===== config.mk =====
export PLATFORM = sky130hd
export DESIGN_NAME = osd_regaccess_fsm_flat
export DESIGN_NICKNAME = d
export VERILOG_FILES = /design/src/rtl/osd_regaccess_if.sv /design/src/rtl/osd_regaccess_fsm.sv /design/src/flat_wrapper.sv
export SDC_FILE = /design/constraint.sdc
export NUM_CORES = 1
export LEC_CHECK = 0
export CORE_UTILIZATION = 48
export CTS_BUF_LIST = sky130_fd_sc_hd__clkbuf_8
export CTS_CLUSTER_DIAMETER = 60
export DETAILED_ROUTE_END_ITERATION = 10
export DONT_BUFFER_PORTS = 1
export SLEW_MARGIN = 20
export SYNTH_ARGS = -nofsm -noshare
export SYNTH_HDL_FRONTEND = slang
export SYNTH_SLANG_ARGS = --single-unit

===== constraint.sdc =====
create_clock -name clk -period 2.2 [get_ports clk]
set_clock_uncertainty 0.05 [all_clocks]
set_input_delay 0.33 -clock clk [delete_from_list [all_inputs] [get_ports clk]]
set_output_delay 0.33 -clock clk [all_outputs]
set_load 0.03 [all_outputs]

===== src/rtl/osd_regaccess_if.sv =====
// osd_regaccess_if: request/response flit streams plus the register access bus
// of the OSD register-access FSM. The slave modport is the FSM side, the
// master modport is the environment side (packet source/sink and register file).
interface osd_regaccess_if;
    logic [15:0] in_data;
    logic        in_valid;
    logic        in_last;
    logic        in_ready;

    logic [15:0] out_data;
    logic        out_valid;
    logic        out_last;
    logic        out_ready;

    logic        reg_request;
    logic        reg_write;
    logic [15:0] reg_addr;
    logic [15:0] reg_wdata;
    logic        reg_ack;
    logic        reg_err;
    logic [15:0] reg_rdata;

    modport slave (
        input  in_data, in_valid, in_last,
        output in_ready,
        output out_data, out_valid, out_last,
        input  out_ready,
        output reg_request, reg_write, reg_addr, reg_wdata,
        input  reg_ack, reg_err, reg_rdata
    );

    modport master (
        output in_data, in_valid, in_last,
        input  in_ready,
        input  out_data, out_valid, out_last,
        output out_ready,
        input  reg_request, reg_write, reg_addr, reg_wdata,
        output reg_ack, reg_err, reg_rdata
    );
endinterface


===== src/rtl/osd_regaccess_fsm.sv =====
// osd_regaccess_fsm: decodes register read/write request packets, performs the
// register access and returns a response packet to the requester.
// Optional feature: define OSD_REGACCESS_TIMEOUT_EN to abort a register access
// that is not acknowledged within TIMEOUT cycles (answered as an error).
module osd_regaccess_fsm #(
    parameter int TIMEOUT = 255
) (
    input  logic                  clk,
    input  logic                  rst_n,
    input  logic [15:0]           id,
    osd_regaccess_if.slave        bus
);

    typedef enum logic [3:0] {
        IDLE, SRC, HDR, ADDR, WDATA, ACCESS,
        R_DEST, R_SRC, R_HDR, R_DATA, DRAIN
    } state_t;

    state_t      state;
    state_t      state_next;

    logic [15:0] src_q;
    logic [15:0] addr_q;
    logic [15:0] wdata_q;
    logic [15:0] rdata_q;
    logic        err_q;
    logic        is_write_q;

    logic        in_ready_int;
    logic        in_xfer;
    logic        hdr_ok;
    logic        read_ok;
    logic        timeout_hit;

    assign in_ready_int = (state == IDLE) || (state == SRC) || (state == HDR) ||
                          (state == ADDR) || (state == WDATA) || (state == DRAIN);
    assign in_xfer      = bus.in_valid && in_ready_int;
    assign hdr_ok       = (bus.in_data[15:14] == 2'b00) && (bus.in_data[13:11] == 3'b000);
    assign read_ok      = !is_write_q && !err_q;

`ifdef OSD_REGACCESS_TIMEOUT_EN
    localparam logic [7:0] timeout_last = 8'(TIMEOUT - 1);

    logic [7:0] wait_cnt;

    // Count ACCESS cycles without an acknowledge; cleared outside ACCESS.
    always_ff @(posedge clk or negedge rst_n) begin
        if (!rst_n) begin
            wait_cnt <= 8'h0;
        end else if (state == ACCESS && !bus.reg_ack) begin
            wait_cnt <= wait_cnt + 8'h1;
        end else begin
            wait_cnt <= 8'h0;
        end
    end

    assign timeout_hit = (state == ACCESS) && !bus.reg_ack && (wait_cnt == timeout_last);
`else
    assign timeout_hit = 1'b0;
`endif

    // State register.
    always_ff @(posedge clk or negedge rst_n) begin
        if (!rst_n) begin
            state <= IDLE;
        end else begin
            state <= state_next;
        end
    end

    // Next-state logic: packet parsing, access wait and response sequencing.
    always_comb begin
        state_next = state;
        case (state)
            IDLE:   if (in_xfer) state_next = bus.in_last ? IDLE : SRC;
            SRC:    if (in_xfer) state_next = bus.in_last ? IDLE : HDR;
            HDR:    if (in_xfer) state_next = bus.in_last ? IDLE : (hdr_ok ? ADDR : DRAIN);
            ADDR: begin
                if (in_xfer) begin
                    if (is_write_q) state_next = bus.in_last ? IDLE : WDATA;
                    else            state_next = bus.in_last ? ACCESS : DRAIN;
                end
            end
            WDATA:  if (in_xfer) state_next = bus.in_last ? ACCESS : DRAIN;
            ACCESS: if (bus.reg_ack || timeout_hit) state_next = R_DEST;
            R_DEST: if (bus.out_ready) state_next = R_SRC;
            R_SRC:  if (bus.out_ready) state_next = R_HDR;
            R_HDR:  if (bus.out_ready) state_next = read_ok ? R_DATA : IDLE;
            R_DATA: if (bus.out_ready) state_next = IDLE;
            DRAIN:  if (in_xfer && bus.in_last) state_next = IDLE;
            default: state_next = IDLE;
        endcase
    end

    // Capture request fields and the access result as the packet streams by.
    always_ff @(posedge clk or negedge rst_n) begin
        if (!rst_n) begin
            src_q      <= 16'h0;
            addr_q     <= 16'h0;
            wdata_q    <= 16'h0;
            rdata_q    <= 16'h0;
            err_q      <= 1'b0;
            is_write_q <= 1'b0;
        end else begin
            case (state)
                SRC:   if (in_xfer) src_q      <= bus.in_data;
                HDR:   if (in_xfer) is_write_q <= bus.in_data[10];
                ADDR:  if (in_xfer) addr_q     <= bus.in_data;
                WDATA: if (in_xfer) wdata_q    <= bus.in_data;
                ACCESS: begin
                    if (bus.reg_ack) begin
                        rdata_q <= bus.reg_rdata;
                        err_q   <= bus.reg_err;
                    end else if (timeout_hit) begin
                        err_q   <= 1'b1;
                    end
                end
                default: ;
            endcase
        end
    end

    // Outputs decoded from the current state; in_ready is held low during reset.
    always_comb begin
        bus.in_ready    = in_ready_int && rst_n;
        bus.out_valid   = 1'b0;
        bus.out_last    = 1'b0;
        bus.out_data    = 16'h0;
        bus.reg_request = 1'b0;
        bus.reg_write   = 1'b0;
        case (state)
            ACCESS: begin
                bus.reg_request = 1'b1;
                bus.reg_write   = is_write_q;
            end
            R_DEST: begin
                bus.out_valid = 1'b1;
                bus.out_data  = src_q;
            end
            R_SRC: begin
                bus.out_valid = 1'b1;
                bus.out_data  = id;
            end
            R_HDR: begin
                bus.out_valid = 1'b1;
                bus.out_data  = {2'b00, 1'b1, err_q, is_write_q, 1'b0, 10'b0};
                bus.out_last  = !read_ok;
            end
            R_DATA: begin
                bus.out_valid = 1'b1;
                bus.out_data  = rdata_q;
                bus.out_last  = 1'b1;
            end
            default: ;
        endcase
    end

    assign bus.reg_addr  = addr_q;
    assign bus.reg_wdata = wdata_q;

endmodule


===== src/flat_wrapper.sv =====
// flat-port wrapper written by rule: the top's interface ports become plain ports
module osd_regaccess_fsm_flat 
#(
    parameter int TIMEOUT = 255
)
  (clk, rst_n, id, bus_in_data, bus_in_valid, bus_in_last, bus_in_ready, bus_out_data, bus_out_valid, bus_out_last, bus_out_ready, bus_reg_request, bus_reg_write, bus_reg_addr, bus_reg_wdata, bus_reg_ack, bus_reg_err, bus_reg_rdata);
  osd_regaccess_if bus_i ();
  input  logic clk;
  input  logic rst_n;
  input  logic [15:0] id;
  input wire logic [$bits(bus_i.in_data)-1:0] bus_in_data;
  input wire logic [$bits(bus_i.in_valid)-1:0] bus_in_valid;
  input wire logic [$bits(bus_i.in_last)-1:0] bus_in_last;
  output wire logic [$bits(bus_i.in_ready)-1:0] bus_in_ready;
  output wire logic [$bits(bus_i.out_data)-1:0] bus_out_data;
  output wire logic [$bits(bus_i.out_valid)-1:0] bus_out_valid;
  output wire logic [$bits(bus_i.out_last)-1:0] bus_out_last;
  input wire logic [$bits(bus_i.out_ready)-1:0] bus_out_ready;
  output wire logic [$bits(bus_i.reg_request)-1:0] bus_reg_request;
  output wire logic [$bits(bus_i.reg_write)-1:0] bus_reg_write;
  output wire logic [$bits(bus_i.reg_addr)-1:0] bus_reg_addr;
  output wire logic [$bits(bus_i.reg_wdata)-1:0] bus_reg_wdata;
  input wire logic [$bits(bus_i.reg_ack)-1:0] bus_reg_ack;
  input wire logic [$bits(bus_i.reg_err)-1:0] bus_reg_err;
  input wire logic [$bits(bus_i.reg_rdata)-1:0] bus_reg_rdata;
  assign bus_i.in_data = bus_in_data;
  assign bus_i.in_valid = bus_in_valid;
  assign bus_i.in_last = bus_in_last;
  assign bus_in_ready = bus_i.in_ready;
  assign bus_out_data = bus_i.out_data;
  assign bus_out_valid = bus_i.out_valid;
  assign bus_out_last = bus_i.out_last;
  assign bus_i.out_ready = bus_out_ready;
  assign bus_reg_request = bus_i.reg_request;
  assign bus_reg_write = bus_i.reg_write;
  assign bus_reg_addr = bus_i.reg_addr;
  assign bus_reg_wdata = bus_i.reg_wdata;
  assign bus_i.reg_ack = bus_reg_ack;
  assign bus_i.reg_err = bus_reg_err;
  assign bus_i.reg_rdata = bus_reg_rdata;
  osd_regaccess_fsm #(.TIMEOUT(TIMEOUT)) u_core (.clk(clk), .rst_n(rst_n), .id(id), .bus(bus_i));
endmodule

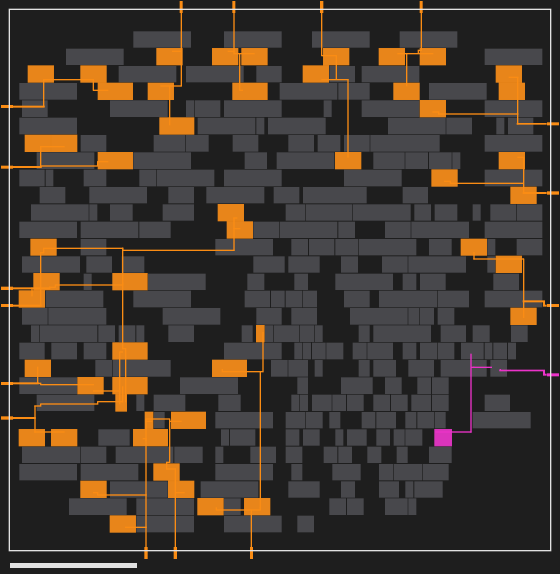
Figure 1: run 1, wires at chosen ports, followed through buffers.
The bar under the picture is 20 um long.
bus_out_valid: in magenta, bits 1, direction output, end cells 1, buffers 1, wire 29.0 um. bus_in_data: in orange, bits 16, direction input, end cells 51, buffers 0, wire 464 um.

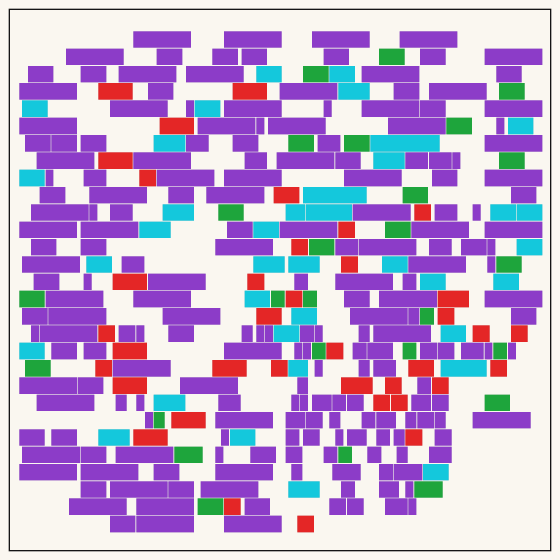
Figure 2: run 1, cells by drive strength.
drive 1 or less: in purple, cells 203, share 67%. drive 6 and up: in cyan, cells 37, share 12%. drive 2: in green, cells 26, share 8.6%. drive 3 to 4: in red, cells 37, share 12%.
final worst slack: -0.0549 ns
fin area: 4020 sq um

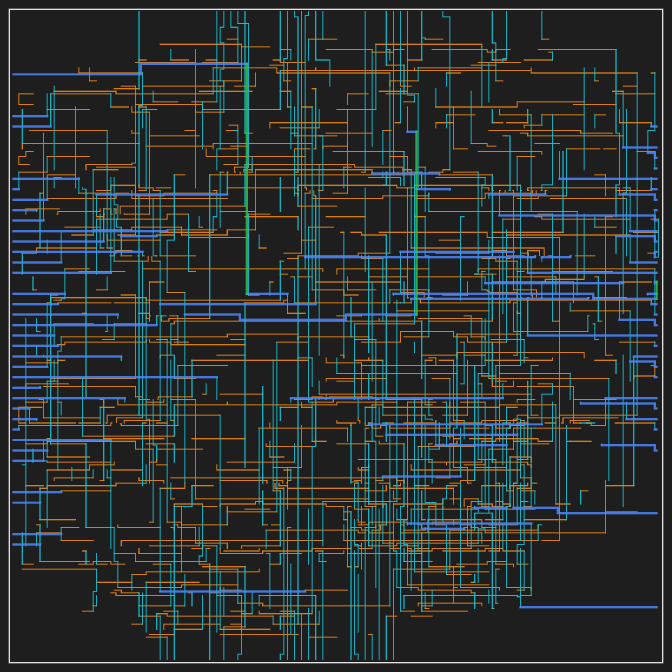
Figure 3: run 1, metal layers overlaid.
met1: in orange, wire length 3,490 um. met4: in green, wire length 55.9 um. met3: in blue, wire length 826 um. met2: in cyan, wire length 3,720 um.

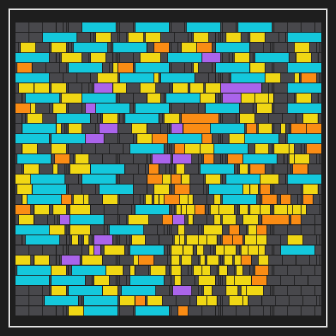
Figure 4: run 1, placed cells, one color a class.
Fill, decap, tap and diode cells in gray.
other buffers and delay cells: in orange, cells 45, share of their area 12%. flip-flops: in cyan, cells 70, share of their area 45%. clock drivers and dummy loads: in purple, cells 16, share of their area 5.2%. all other logic: in yellow, cells 172, share of their area 38%.

==> impl_metrics.yaml, run 1 <==
# synthesis and place-and-route metrics
status:
  outcome: "complete, but fails checks"
  violations_in_the_final_reports: "DRC, setup timing"
layout:
  layout.nonclk_buf_share_pct: 11.5
  postLayoutCoreUtil_pct: 61.9
  n_all_inverters: 17
  max_area_cell_class: "flip-flops and latches"
  layout_top_cell_excl_fill_tap: "sky130_fd_sc_hd__dfrtp_1"
  area.combinational_sq_um: 1440
  seq-cell-share_pct: 43.6
  most-common-layout-cells: "70 x sky130_fd_sc_hd__dfrtp_1, 41 x sky130_fd_sc_hd__mux2_1, 21 x sky130_fd_sc_hd__buf_6"
  flop-count: 70
  clock_cell_area_share_pct: 5.10
logic_synthesis:
  common_cells: "70 x sky130_fd_sc_hd__dfrtp_1, 41 x sky130_fd_sc_hd__mux2_1, 17 x sky130_fd_sc_hd__inv_1"
  top_area_cell: "sky130_fd_sc_hd__dfrtp_1"
  ys_sh_mux_pct: 24.0
placed_design:
  placed_instances: 353
  io_buffer_count: 0
pwr:
  post_layout_total_power_mw: 5.26
  combinationalPower_mw: 1.50
  sw_frac_of_total_pct: 39.3
  power_density_nw_per_um2: 1310
global_routing:
  first_global_vias: 2458
  grt_most_used_layer: "met2"
  number_of_antenna_violations_at_the_first_check_in_global_routing: 0
setup_path:
  r2r_start: "u_core.state[3]$_DFFE_PN0P_"
  cpLargestDelayFamily: "buffers and inverters"
  endpoint_kind: "output port"
cts:
  post-cts-setup-buffer-count: 4
  cts.htree.levels: 3
  insertion_delay_ns: 0.34
  max-clock-path-buffers: 2
timing:
  slew_limit_fails: 0
  layout_setup_ws_ns: -0.0549
  finalSetupViolations: 1
  hold_violations: 0
floorplan:
  chip_area_sq_um: 7200
  core_area_sq_um: 6490
detailed_routing:
  via_count: 2273
  detailed_router_s_first_iteration_violation_count: 200
  drcViolationCount: 8
==> inputs of run 2 (changes only) <==
--- a/config.mk
+++ b/config.mk
@@ -5,8 +5,9 @@
 export SDC_FILE = /design/constraint.sdc
 export NUM_CORES = 1
 export LEC_CHECK = 0
+export ABC_AREA = 0
 export CORE_UTILIZATION = 48
-export CTS_BUF_LIST = sky130_fd_sc_hd__clkbuf_8
+export CTS_BUF_LIST = sky130_fd_sc_hd__clkbuf_2
 export CTS_CLUSTER_DIAMETER = 60
 export DETAILED_ROUTE_END_ITERATION = 10
 export DONT_BUFFER_PORTS = 1
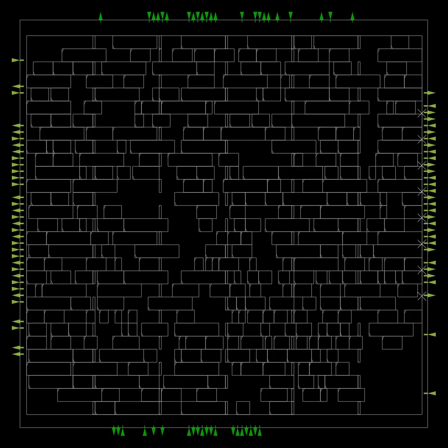
Figure 5: run 2, placement view.
utilization after layout: 68.0%
Layout Cells excl Fill: 418
Core Box Area: 6490 sq um

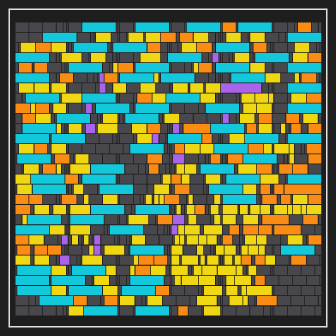
Figure 6: run 2, placed cells, one color a class.
Fill, decap, tap and diode cells in gray.
other buffers and delay cells: in orange, cells 83, share of their area 20%. all other logic: in yellow, cells 172, share of their area 37%. flip-flops: in cyan, cells 70, share of their area 41%. clock drivers and dummy loads: in purple, cells 16, share of their area 2.7%.
fin area: 4420 sq um
sequential cell area share: 39.7%

==> run 2 against run 1 <==
Net effect:
- the flow still finishes with violations (DRC, setup timing)
- clock power fell by 29%
- worst setup slack got worse by 0.21 ns
- count of clock-buffer cells in the layout shrank 1
- sequential power hardly changed
- critical path depth is the same
- critical path type unchanged
- largest power group unchanged
- highest routed layer unchanged
==> impl_metrics.yaml, run 2 <==
# synthesis and place-and-route metrics
status:
  outcome: "complete, but fails checks"
  violations_in_the_final_reports: "DRC, setup timing"
timing:
  hold_violations: 0
  tightest_slew_ns: 0.522
  finalCriticalPeriod_ns: 2.46
  slew_limit_fails: 0
  layout_setup_ws_ns: -0.263
  totalNegativeSetupSlack_ns: -2.12
  finalSetupViolations: 18
layout:
  layout_top_cell_excl_fill_tap: "sky130_fd_sc_hd__dfrtp_1"
  layout.filler_cells: 478
  layout.nonclk_buf_share_pct: 19.8
  max_area_cell_class: "flip-flops and latches"
  n_all_inverters: 17
  flop-count: 70
  most-common-layout-cells: "70 x sky130_fd_sc_hd__dfrtp_1, 41 x sky130_fd_sc_hd__mux2_1, 35 x sky130_fd_sc_hd__dlygate4sd3_1"
  clock_cell_area_share_pct: 2.64
  area.combinational_sq_um: 1510
pwr:
  post_layout_total_power_mw: 5.17
  sw_frac_of_total_pct: 41.5
  combinationalPower_mw: 1.73
  power_density_nw_per_um2: 1170
  pg_seq_mw: 2.67
hold_path:
  start_point_of_the_worst_min_delay_path: "bus_in_valid"
detailed_routing:
  detailed_router_s_first_iteration_violation_count: 145
  via_count: 2439
  finalWirelength_mm: 8.78
  drcViolationCount: 8
cts:
  insertion_delay_ns: 0.49
  max-clock-path-buffers: 2
  cts.htree.levels: 3
  post-cts-setup-buffer-count: 7
logic_synthesis:
  common_cells: "70 x sky130_fd_sc_hd__dfrtp_1, 41 x sky130_fd_sc_hd__mux2_1, 17 x sky130_fd_sc_hd__inv_1"
  ys_sh_mux_pct: 24.0
  synth.yosys.seq_area_share_pct: 53.1
  ys_cells: 256
  top_area_cell: "sky130_fd_sc_hd__dfrtp_1"
setup_path:
  r2r_start: "u_core.state[3]$_DFFE_PN0P_"
  endpoint_kind: "output port"
  cpLargestDelayFamily: "buffers and inverters"
global_routing:
  number_of_antenna_violations_at_the_first_check_in_global_routing: 0
  grt_most_used_layer: "met2"
  first_global_vias: 2671
placed_design:
  placed_instances: 353
  io_buffer_count: 0
floorplan:
  chip_area_sq_um: 7200
Power is estimated from default activity; no workload was simulated.
